### src/rtl/sram_arb_pkg.sv
// Shared types and helpers for the SRAM round-robin arbiter and related bus arbiters.
package sram_arb_pkg;

    localparam int unsigned LOCK_MAX  = 16;
    localparam int unsigned MAX_REQ   = 8;
    localparam int unsigned MAX_IDX_W = 3;

    typedef struct packed {
        logic                 found;
        logic [MAX_IDX_W-1:0] idx;
    } pick_t;

    typedef struct packed {
        logic [MAX_REQ-1:0] valid_id;
        logic               err;
        logic               is_read;
    } rsp_t;

    // First set bit of valid scanning ptr, ptr+1, ... wrapping at num (ptr < num assumed).
    function automatic pick_t rr_pick(input logic [MAX_REQ-1:0]   valid,
                                      input logic [MAX_IDX_W-1:0] ptr,
                                      input int unsigned          num);
        pick_t                res;
        int unsigned          s;
        logic [MAX_IDX_W-1:0] cand;
        res = '0;
        for (int unsigned k = 0; k < MAX_REQ; k++) begin
            s = 32'(ptr) + k;
            if (s >= num) begin
                s = s - num;
            end
            cand = MAX_IDX_W'(s);
            if (k < num && !res.found && valid[cand]) begin
                res.found = 1'b1;
                res.idx   = cand;
            end
        end
        return res;
    endfunction

endpackage

### src/rtl/rr_priority_pick.sv
// Combinational rotating-priority select: first valid requester at or after ptr_i.
module rr_priority_pick
    import sram_arb_pkg::*;
#(
    parameter int unsigned NumReq = 2,
    localparam int unsigned IdxW  = (NumReq > 1) ? $clog2(NumReq) : 1
) (
    input  logic [NumReq-1:0] valid_i,
    input  logic [IdxW-1:0]   ptr_i,
    output logic              found_o,
    output logic [IdxW-1:0]   idx_o
);

    pick_t pick;

    always_comb begin
        pick    = rr_pick(MAX_REQ'(valid_i), MAX_IDX_W'(ptr_i), NumReq);
        found_o = pick.found;
        idx_o   = '0;
        for (int unsigned i = 0; i < NumReq; i++) begin
            if (pick.idx == MAX_IDX_W'(i)) begin
                idx_o = IdxW'(i);
            end
        end
    end

endmodule

### src/rtl/sram_rr_arbiter.sv
// Round-robin arbiter sharing one single-port SRAM between NUM_REQ requesters,
// with per-requester burst lock and a one-cycle response pipeline.
module sram_rr_arbiter
    import sram_arb_pkg::*;
#(
    parameter int unsigned NUM_REQ    = 2,
    parameter int unsigned DATA_WIDTH = 32,
    parameter int unsigned DEPTH      = 12,
    localparam int unsigned ADDR_WIDTH = $clog2(DEPTH),
    localparam int unsigned STRB_WIDTH = DATA_WIDTH / 8
) (
    input  logic                           CLK,
    input  logic                           RST_N,
    input  logic [NUM_REQ-1:0]             REQ_VALID,
    output logic [NUM_REQ-1:0]             REQ_READY,
    input  logic [NUM_REQ-1:0]             REQ_LOCK,
    input  logic [NUM_REQ-1:0]             REQ_WRITE,
    input  logic [NUM_REQ*ADDR_WIDTH-1:0]  REQ_ADDR,
    input  logic [NUM_REQ*DATA_WIDTH-1:0]  REQ_WDATA,
    input  logic [NUM_REQ*STRB_WIDTH-1:0]  REQ_STRB,
    output logic [NUM_REQ-1:0]             RSP_VALID,
    output logic                           RSP_ERR,
    output logic [DATA_WIDTH-1:0]          RSP_RDATA,
    output logic [ADDR_WIDTH-1:0]          SRAM_ADDR,
    output logic                           SRAM_CE,
    output logic [STRB_WIDTH-1:0]          SRAM_WE,
    output logic [DATA_WIDTH-1:0]          SRAM_WDATA,
    input  logic [DATA_WIDTH-1:0]          SRAM_RDATA
);

    localparam int unsigned IdxW = (NUM_REQ > 1) ? $clog2(NUM_REQ) : 1;

    typedef enum logic [0:0] {StUnlocked, StLocked} lock_state_e;

    lock_state_e     state_q, state_d;
    logic [IdxW-1:0] lock_id_q, lock_id_d;
    logic [4:0]      lock_cnt_q, lock_cnt_d;
    logic [IdxW-1:0] rr_ptr_q, rr_ptr_d;
    rsp_t            rsp_q, rsp_d;

    logic                  pick_found;
    logic [IdxW-1:0]       pick_idx;
    logic                  lock_valid, locked_hit, accept, in_range, write_g;
    logic [IdxW-1:0]       g;
    logic [ADDR_WIDTH-1:0] addr_g;
    logic [STRB_WIDTH-1:0] strb_g;
    logic [NUM_REQ-1:0]    grant_oh;
    logic                  rsp_live;

    function automatic logic [IdxW-1:0] inc_ptr(input logic [IdxW-1:0] p);
        if (32'(p) == NUM_REQ - 1) begin
            return '0;
        end
        return p + IdxW'(1);
    endfunction

    rr_priority_pick #(
        .NumReq (NUM_REQ)
    ) u_pick (
        .valid_i (REQ_VALID),
        .ptr_i   (rr_ptr_q),
        .found_o (pick_found),
        .idx_o   (pick_idx)
    );

    always_ff @(posedge CLK) begin
        if (RST_N) begin
            state_q    <= StUnlocked;
            lock_id_q  <= '0;
            lock_cnt_q <= '0;
            rr_ptr_q   <= '0;
            rsp_q      <= '0;
        end else begin
            state_q    <= state_d;
            lock_id_q  <= lock_id_d;
            lock_cnt_q <= lock_cnt_d;
            rr_ptr_q   <= rr_ptr_d;
            rsp_q      <= rsp_d;
        end
    end

    always_comb begin
        state_d    = state_q;
        lock_id_d  = lock_id_q;
        lock_cnt_d = lock_cnt_q;
        rr_ptr_d   = rr_ptr_q;
        if (accept) begin
            if (locked_hit) begin
                // Locked continuation keeps rr_ptr unless the burst cap is hit.
                lock_cnt_d = lock_cnt_q + 5'd1;
                if (lock_cnt_d == 5'(LOCK_MAX)) begin
                    state_d  = StUnlocked;
                    rr_ptr_d = inc_ptr(lock_id_q);
                end else if (!REQ_LOCK[g]) begin
                    state_d = StUnlocked;
                end
            end else begin
                rr_ptr_d = inc_ptr(g);
                if (REQ_LOCK[g]) begin
                    state_d    = StLocked;
                    lock_id_d  = g;
                    lock_cnt_d = 5'd1;
                end else begin
                    state_d = StUnlocked;
                end
            end
        end else begin
            state_d = StUnlocked;
        end
    end

    always_comb begin
        lock_valid = (state_q == StLocked);
        locked_hit = lock_valid && REQ_VALID[lock_id_q];
        g          = locked_hit ? lock_id_q : pick_idx;
        accept     = !RST_N && (locked_hit || pick_found);
        addr_g     = REQ_ADDR[g*ADDR_WIDTH +: ADDR_WIDTH];
        strb_g     = REQ_STRB[g*STRB_WIDTH +: STRB_WIDTH];
        write_g    = REQ_WRITE[g];
        in_range   = {1'b0, addr_g} < (ADDR_WIDTH+1)'(DEPTH);
        grant_oh   = accept ? (NUM_REQ'(1) << g) : '0;

        REQ_READY  = grant_oh;
        SRAM_ADDR  = addr_g;
        SRAM_WDATA = REQ_WDATA[g*DATA_WIDTH +: DATA_WIDTH];
        SRAM_CE    = accept && in_range;
        SRAM_WE    = (accept && in_range && write_g) ? strb_g : '0;

        rsp_d.valid_id = MAX_REQ'(grant_oh);
        rsp_d.err      = !in_range;
        rsp_d.is_read  = !write_g;

        // Reset hides a response already in the pipeline.
        rsp_live  = !RST_N && (|rsp_q.valid_id);
        RSP_VALID = RST_N ? '0 : rsp_q.valid_id[NUM_REQ-1:0];
        RSP_ERR   = rsp_live && rsp_q.err;
        RSP_RDATA = (rsp_live && rsp_q.is_read && !rsp_q.err) ? SRAM_RDATA : '0;
    end

endmodule

### config.mk
export PLATFORM = sky130hd
export DESIGN_NAME = sram_rr_arbiter
export DESIGN_NICKNAME = d
export VERILOG_FILES = /design/src/rtl/sram_arb_pkg.sv /design/src/rtl/rr_priority_pick.sv /design/src/rtl/sram_rr_arbiter.sv
export SDC_FILE = /design/constraint.sdc
export NUM_CORES = 1
export LEC_CHECK = 0
export CAP_MARGIN = 20
export CORE_AREA = 2 2 78 80
export CTS_CLUSTER_SIZE = 12
export DETAILED_ROUTE_END_ITERATION = 8
export DIE_AREA = 0 0 80 82
export PLACE_DENSITY_LB_ADDON = 0.25
export SLEW_MARGIN = 10
export SYNTH_ARGS = -nofsm -noshare
export SYNTH_HDL_FRONTEND = slang
export SYNTH_SLANG_ARGS = --single-unit
export TNS_END_PERCENT = 10
### constraint.sdc
create_clock -name CLK -period 3.3 [get_ports CLK]
set_input_delay 0.33 -clock CLK [delete_from_list [all_inputs] [get_ports CLK]]
set_output_delay 0.33 -clock CLK [all_outputs]
set_load 0.1 [all_outputs]
==> images/placement_by_type.png <==
(4 px per µm) Fill, decap, tap and diode cells in grey.
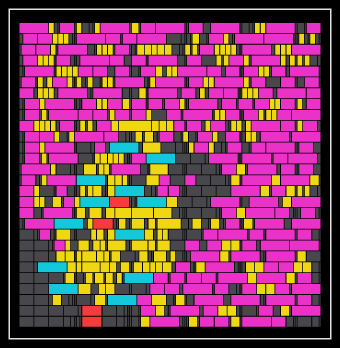
[cyan] sequential cells | cells: 12 | share of their area: 5.7%
[yellow] combinational and other logic | cells: 231 | share of their area: 28%
[red] clock drivers and dummy loads | cells: 4 | share of their area: 1.3%
[magenta] remaining buffers and delay cells | cells: 203 | share of their area: 65%
final core occ: 75.5%
sequential share of cell area: 5.54%

==> images/clocks.png <==
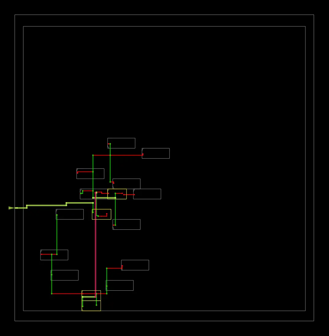
CTS Buf Count: 3
final-layout clock buffer total: 4
worst clock skew: 0.00425 ns
sequential cell count: 12
P_clk: 0.000165 W

==> out/qor.yml <==
synthesis:
  yosysMostFrequentCell: "nand2_1"
  area_leaders: "nand2_1, dfxtp_1, and2_1"
  fp_nets: 381
  ys_warn_count: 0
  synthArstFlopShare_pct: 0
  ys_ff: 12
  edf_count: 0
  syn-cell-area_um2: 1540
  netlist.area_leader.share_pct: 27.9
  syn_inst: 260
power_and_ir_drop:
  swShare_pct: 50.8
  clkPwrFrac_pct: 12.6
  p_comb_share_pct: 75.2
  vdd_drop_max_mv: 0.206
  power_density_nw_per_um2: 303
  powerComb_w: 0.000988
  pg_seq_w: 0.000160
  fin_total_pwr_w: 0.00131
  pwr-share-seq_pct: 12.2
clock_network:
  clk_path_buf_depth: 2
  cts_tree: "done"
  clk_latency_ns: 0.25
  post_cts_buffers: 0
setup_path:
  reg2reg_depth: 4
  crit_family: "buffers and inverters"
  cp.depth: 6
  slowest_stage: "o21bai_2"
  worstPathCellList: "clkdlybuf4s50_1 -> o21bai_2 -> a21oi_1 -> mux2i_4 -> inv_1 -> buf_12"
  crit_required_ns: 2.97
  path_max_fanout: 17
  r2r-start: "lock_valid"
  rrSetupSlack_ns: 1.72
  endpoint: "SRAM_CE"
  endpoint_kind: "output pin"
  critPathKind: "in2out"
final_timing:
  timing.fmax_mhz: 382
  finalHoldViolCount: 0
  worstMarginPinSlew_ns: 0.689
  whs_ns: 0.559
  setup_viol: 0
  relSlewSlack_pct: 54.0
  slew_viol_final: 0
layout:
  n_antenna_cell: 0
  clk_share_pct: 1.27
  design_area_um2: 4340
  layoutNonFillerInstCount: 525
  logic_gate_count: 225
  comb_area_share_pct: 27.1
  nNonClkInverters: 6
global_route:
  grt_antenna_before_repair: 0
run_status:
  status: "complete, no violations"
route:
  drc: 0
  drt-pass1-iter-count: 4
  via_per_inst: 4.66
  drt_iter0_drc: 73
  via_count: 2449
  ant_nets: 0
flow_run:
  max_cap_violations: 0
  warning_count: 26
die:
  fp-utilization_pct: 26.7
  dieWidth_um: 80
  nWellTaps: 75
  ios: 198
worst_hold_path:
  holdPathStages: 2
  hold_path.class: "reg2reg"
placed_design:
  placed_area_um2: 4280
  io_buffers: 197
  place_congestion: 0.808
  numPlacedInstances: 521
logic make-up (layout without fill, tap and decap cells):
family                     count (synthesis)  in the layout  synth area share, %
DFF                                       12             12                 15.6
buffers and inverters                     23            213                 8.15
muxes                                      3              3                 3.10
AOI/OAI and AO/OA                         31             31                 15.0
and+or+nand+nor                          190            190                 57.3
adders and majority gates                  1              1                0.815
sequential cells by signal, summed over array words and instances, names as in the netlist:
signal and cells:
lock_valid 1, rr_ptr_q 1, lock_cnt_q 5, rsp_q 4, lock_id_q 1
metal layers:
layer / GRT usage (%) / vias to the layer above / share of wire, %
met5: 0 / - / 0
met4: 9.49 / 0 / 3.8
met3: 7.25 / 26 / 8.9
met2: 42.9 / 128 / 52
met1: 24.3 / 1072 / 35
li1: - / 1223 / -
Power figures rest on the tool's default switching activity, not on a simulated workload.
